Fig. 1: layout detail
Region (6, 57) to (46, 97) um. Cells in grey, sequential cells in the stronger grey; small squares are vias.
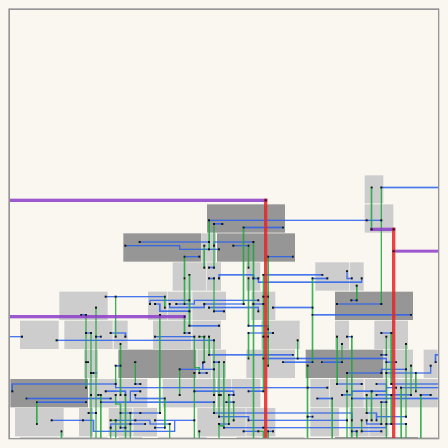
Fig. 2: metal layers overlaid
Only two layers are drawn.
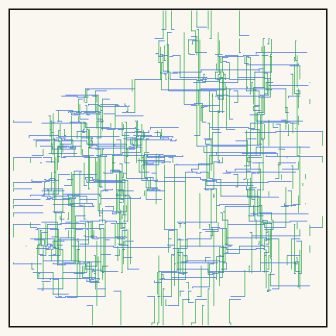
Fig. 3: register map, names as in the netlist
Bar = 20 um.
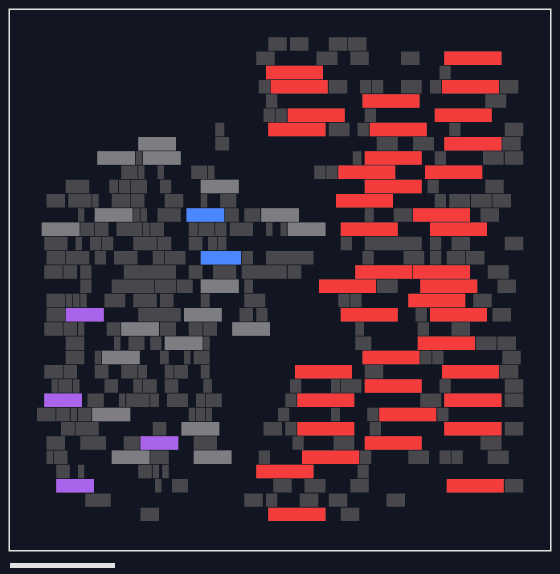
[src/rtl/matrix_pkg.sv]
// Shared definitions for the matrix result path: default widths, buffer
// depth and the result_reader sequencing states.
package matrix_pkg;

    localparam int DATA_W_DEF = 20;
    localparam int ADDR_W_DEF = 4;

    // Depth of the return buffer; also the cap on buffered-plus-in-flight words.
    localparam int FIFO_DEPTH = 2;

    typedef enum logic [1:0] {
        ST_IDLE  = 2'd0,
        ST_READ  = 2'd1,
        ST_DRAIN = 2'd2,
        ST_DONE  = 2'd3
    } rr_state_e;

    // Counter width able to hold the values 0..n inclusive.
    function automatic int count_width(input int n);
        return (n < 1) ? 1 : $clog2(n + 1);
    endfunction

endpackage

[src/rtl/result_fifo.sv]
// Two-entry return buffer for result words coming back from the result
// memory. A read and a write in the same cycle leave the occupancy unchanged
// and keep the words in order. The head word is presented combinationally.
module result_fifo
    import matrix_pkg::*;
#(
    parameter int DATA_W = DATA_W_DEF
) (
    input  logic              clk,
    input  logic              rst,
    input  logic              wr_en,
    input  logic [DATA_W-1:0] wr_data,
    input  logic              rd_en,
    output logic [DATA_W-1:0] rd_data,
    output logic              full,
    output logic              empty,
    output logic [1:0]        count
);

    logic [DATA_W-1:0] mem [2];
    logic              wr_ptr;
    logic              rd_ptr;
    logic [1:0]        cnt;
    logic              do_wr;
    logic              do_rd;

    assign full  = (cnt == 2'd2);
    assign empty = (cnt == 2'd0);
    assign count = cnt;

    // A write into a full buffer is legal only when the head leaves in the
    // same cycle; the write then reuses the slot being vacated.
    assign do_wr   = wr_en && (!full || rd_en);
    assign do_rd   = rd_en && !empty;
    assign rd_data = mem[rd_ptr];

    // Storage, pointers and occupancy; storage clears on reset so the
    // presented word reads as zero.
    always_ff @(posedge clk) begin
        if (rst) begin
            for (int i = 0; i < 2; i++) begin
                mem[i] <= '0;
            end
            wr_ptr <= 1'b0;
            rd_ptr <= 1'b0;
            cnt    <= 2'd0;
        end else begin
            if (do_wr) begin
                mem[wr_ptr] <= wr_data;
                wr_ptr      <= ~wr_ptr;
            end
            if (do_rd) begin
                rd_ptr <= ~rd_ptr;
            end
            case ({do_wr, do_rd})
                2'b10:   cnt <= cnt + 2'd1;
                2'b01:   cnt <= cnt - 2'd1;
                default: cnt <= cnt;
            endcase
        end
    end

endmodule

[src/rtl/result_reader.sv]
// Reads NUM_RES consecutive result words from the result memory, starting
// at a latched base address, and streams them out over a valid/ready port.
//
//   state    | meaning
//   ---------+-----------------------------------------------------------
//   ST_IDLE  | waiting for start; base_addr is latched on acceptance
//   ST_READ  | issuing memory reads whenever buffer credit allows
//   ST_DRAIN | all reads issued; waiting for the last word to be accepted
//   ST_DONE  | one-cycle done pulse, then back to idle
module result_reader
    import matrix_pkg::*;
#(
    parameter int DATA_W  = DATA_W_DEF,
    parameter int ADDR_W  = ADDR_W_DEF,
    parameter int NUM_RES = 8
) (
    input  logic              clk,
    input  logic              rst,
    input  logic              start,
    input  logic [ADDR_W-1:0] base_addr,
    output logic              mem_ren,
    output logic [ADDR_W-1:0] mem_addr,
    input  logic [DATA_W-1:0] mem_rdata,
    output logic [DATA_W-1:0] out_data,
    output logic              out_valid,
    input  logic              out_ready,
    output logic              busy,
    output logic              done
);

    localparam int              CNT_W    = count_width(NUM_RES);
    localparam logic [CNT_W-1:0] LAST_IDX = CNT_W'(NUM_RES - 1);
    localparam logic [2:0]       CREDIT   = 3'(FIFO_DEPTH);

    rr_state_e         state;
    rr_state_e         state_nxt;

    logic [CNT_W-1:0]  issue_cnt;
    logic [CNT_W-1:0]  acc_cnt;
    logic [ADDR_W-1:0] rd_addr;
    logic [ADDR_W-1:0] last_addr;
    logic              inflight;

    logic              fifo_full;
    logic              fifo_empty;
    logic [1:0]        fifo_count;

    logic              start_acc;
    logic              pop;
    logic [2:0]        occ_after_pop;
    logic              credit_ok;
    logic              last_issue;
    logic              last_accept;

    assign start_acc = (state == ST_IDLE) && start;
    assign out_valid = ~fifo_empty;
    assign pop       = out_valid && out_ready;

    // Credit counts words already buffered plus the read still in flight,
    // less the word leaving this cycle. Counting the departing word lets a
    // new read overlap the handshake so a ready sink sees one word per cycle.
    // A full buffer never issues, even when it is draining.
    assign occ_after_pop = {1'b0, fifo_count} + {2'b00, inflight} - {2'b00, pop};
    assign credit_ok     = !fifo_full && (occ_after_pop < CREDIT);

    assign last_issue  = mem_ren && (issue_cnt == LAST_IDX);
    assign last_accept = pop && (acc_cnt == LAST_IDX);

    // Between reads the port shows the last issued address rather than the
    // next one.
    assign mem_addr = mem_ren ? rd_addr : last_addr;

    // State register.
    always_ff @(posedge clk) begin
        if (rst) begin
            state <= ST_IDLE;
        end else begin
            state <= state_nxt;
        end
    end

    // Next-state decode; start is only looked at in idle, so a start during
    // a job is dropped rather than queued.
    always_comb begin
        state_nxt = state;
        case (state)
            ST_IDLE:  if (start)       state_nxt = ST_READ;
            ST_READ:  if (last_issue)  state_nxt = ST_DRAIN;
            ST_DRAIN: if (last_accept) state_nxt = ST_DONE;
            ST_DONE:                   state_nxt = ST_IDLE;
            default:                   state_nxt = ST_IDLE;
        endcase
    end

    // State-decoded outputs.
    always_comb begin
        mem_ren = 1'b0;
        busy    = 1'b1;
        done    = 1'b0;
        case (state)
            ST_IDLE:  busy    = 1'b0;
            ST_READ:  mem_ren = credit_ok;
            ST_DRAIN: mem_ren = 1'b0;
            ST_DONE:  done    = 1'b1;
            default:  busy    = 1'b0;
        endcase
    end

    // Address, issue/accept counters and the in-flight flag. Clearing the
    // in-flight flag on reset discards a word returning right after an abort.
    always_ff @(posedge clk) begin
        if (rst) begin
            rd_addr   <= '0;
            last_addr <= '0;
            issue_cnt <= '0;
            acc_cnt   <= '0;
            inflight  <= 1'b0;
        end else begin
            inflight <= mem_ren;
            if (start_acc) begin
                rd_addr   <= base_addr;
                issue_cnt <= '0;
                acc_cnt   <= '0;
            end else begin
                if (mem_ren) begin
                    rd_addr   <= rd_addr + 1'b1;
                    last_addr <= rd_addr;
                    issue_cnt <= issue_cnt + 1'b1;
                end
                if (pop) begin
                    acc_cnt <= acc_cnt + 1'b1;
                end
            end
        end
    end

    // Return buffer. Memory data is valid exactly one cycle after the read
    // strobe, so the in-flight flag doubles as the write enable.
    result_fifo #(
        .DATA_W (DATA_W)
    ) u_fifo (
        .clk     (clk),
        .rst     (rst),
        .wr_en   (inflight),
        .wr_data (mem_rdata),
        .rd_en   (pop),
        .rd_data (out_data),
        .full    (fifo_full),
        .empty   (fifo_empty),
        .count   (fifo_count)
    );

endmodule

[config.mk]
export PLATFORM = sky130hd
export DESIGN_NAME = result_reader
export DESIGN_NICKNAME = d
export VERILOG_FILES = /design/src/rtl/matrix_pkg.sv /design/src/rtl/result_fifo.sv /design/src/rtl/result_reader.sv
export SDC_FILE = /design/constraint.sdc
export NUM_CORES = 1
export LEC_CHECK = 0
export ABC_CLOCK_PERIOD_IN_PS = 4340
export CAP_MARGIN = 10
export CORE_MARGIN = 5
export CORE_UTILIZATION = 35
export CTS_BUF_LIST = sky130_fd_sc_hd__clkbuf_2
export CTS_CLUSTER_DIAMETER = 40
export CTS_CLUSTER_SIZE = 14
export DETAILED_ROUTE_END_ITERATION = 10
export PLACE_DENSITY_LB_ADDON = 0.3
export SLEW_MARGIN = 15
export SYNTH_ARGS = -nofsm -noshare
export SYNTH_HDL_FRONTEND = slang
export SYNTH_HIERARCHICAL = 1
export SYNTH_SLANG_ARGS = --single-unit
[constraint.sdc]
create_clock -name clk -period 4.34 [get_ports clk]
set_input_delay 0.868 -clock clk [delete_from_list [all_inputs] [get_ports clk]]
set_output_delay 0.868 -clock clk [all_outputs]
set_load 0.01 [all_outputs]
==> run notes <==
impl run done, here's what came out: Power Density between 400 and 500 mW/mm^2, Synth cell types 43, xor/xnor share 4.38%, 1st-pass router iterations 4, Critical Path RT 3470 ps, Hold Slack 515 ps, Max Root-Sink Buffers 2, first-pass GRT wire length 9.50 mm, Clock Skew around 22 ps, cycle use final 98.8%, aoi share under 10%, gr busiest metal met2, adder share 4.79%, CP top delay family buffers and inverters, Worst Hold End issue_cnt[1]$_SDFFE_PP0P_, clkbuf count 10, crit path time final 4290 ps, clock-pin slew on the worst setup and hold paths 180 ps, starting DRC count in detailed routing 56, worst-skew pair later-pin latency 480 ps, Max-area cell share 39.7%, number of enable flip-flop cells 40, Total Wirelength around 6 mm, Seq pwr share 43.1%, H-tree Lvls 3, Post-synth ARST share 0%, Setup Crit Path Kind in -> out, flop count approximately 64, signal buffers share of area 16.9%, Yosys Warn Count 6, Seq group 824 uW, Syn Nets 283, critical path depth 11, vias between 2k and 2.5k, Post-Syn Instances 244, Seq area share 42.8%, Die Ht 103 um, comb pwr 727 uW, grt ovf 0, WL/cell 14.1 um, arrival time at the worst endpoint 3420 ps, main flop type edfxtp_1, top cell category flip-flops and latches, Simple-Gate Fraction of Synth Area 18.3%, CTS resizes 7, max reg flops 40, status finished, final reports clean, DP HPWL 3.92 mm, FF-to-FF Start u_fifo/count[1]$_SDFFE_PP0P_, met3 routed WL 368 um, setup tns final 0 ps, Buffers, non-clock 69, CTS root buffer clkbuf_2, floorplan core area between 0.008 and 0.009 mm^2, Tot Pwr 1.91 mW, met2 Use GR 20.7%, CP max-delay cell fa_2, Worst Setup EP mem_addr[2], worst slack at placement -235 ps, Util after Layout 45.8%, R2R Path End last_addr[2]$_SDFFE_PP0N_, Avg Cell Area, Syn about 12 um^2, Leakage 1.51 nW, Registers, synthesis between 60 and 70, #MultiIn Comb 161, final setup fails 0
## Picture notes: Fig. 1
metal 3 -> purple
metal 1 -> blue
metal 4 -> red
metal 2 -> green
sequential cells in the window = 7
most frequent = nor2_1 (7), dfxtp_1 (7), ha_1 (6)
cells with their middle in the window = 51
netlist names of flops here include = acc_cnt (4), state (2)

## Picture notes: Fig. 2
metal 1 -> blue  # wire length 2600 um
metal 2 -> green  # wire length 3010 um

## Picture notes: Fig. 3
u_fifo/mem -> red  # flops 40
u_fifo/count -> blue  # flops 2
last_addr -> purple  # flops 4, where lower left

Power figures rest on the tool's default switching activity, not on a simulated workload.
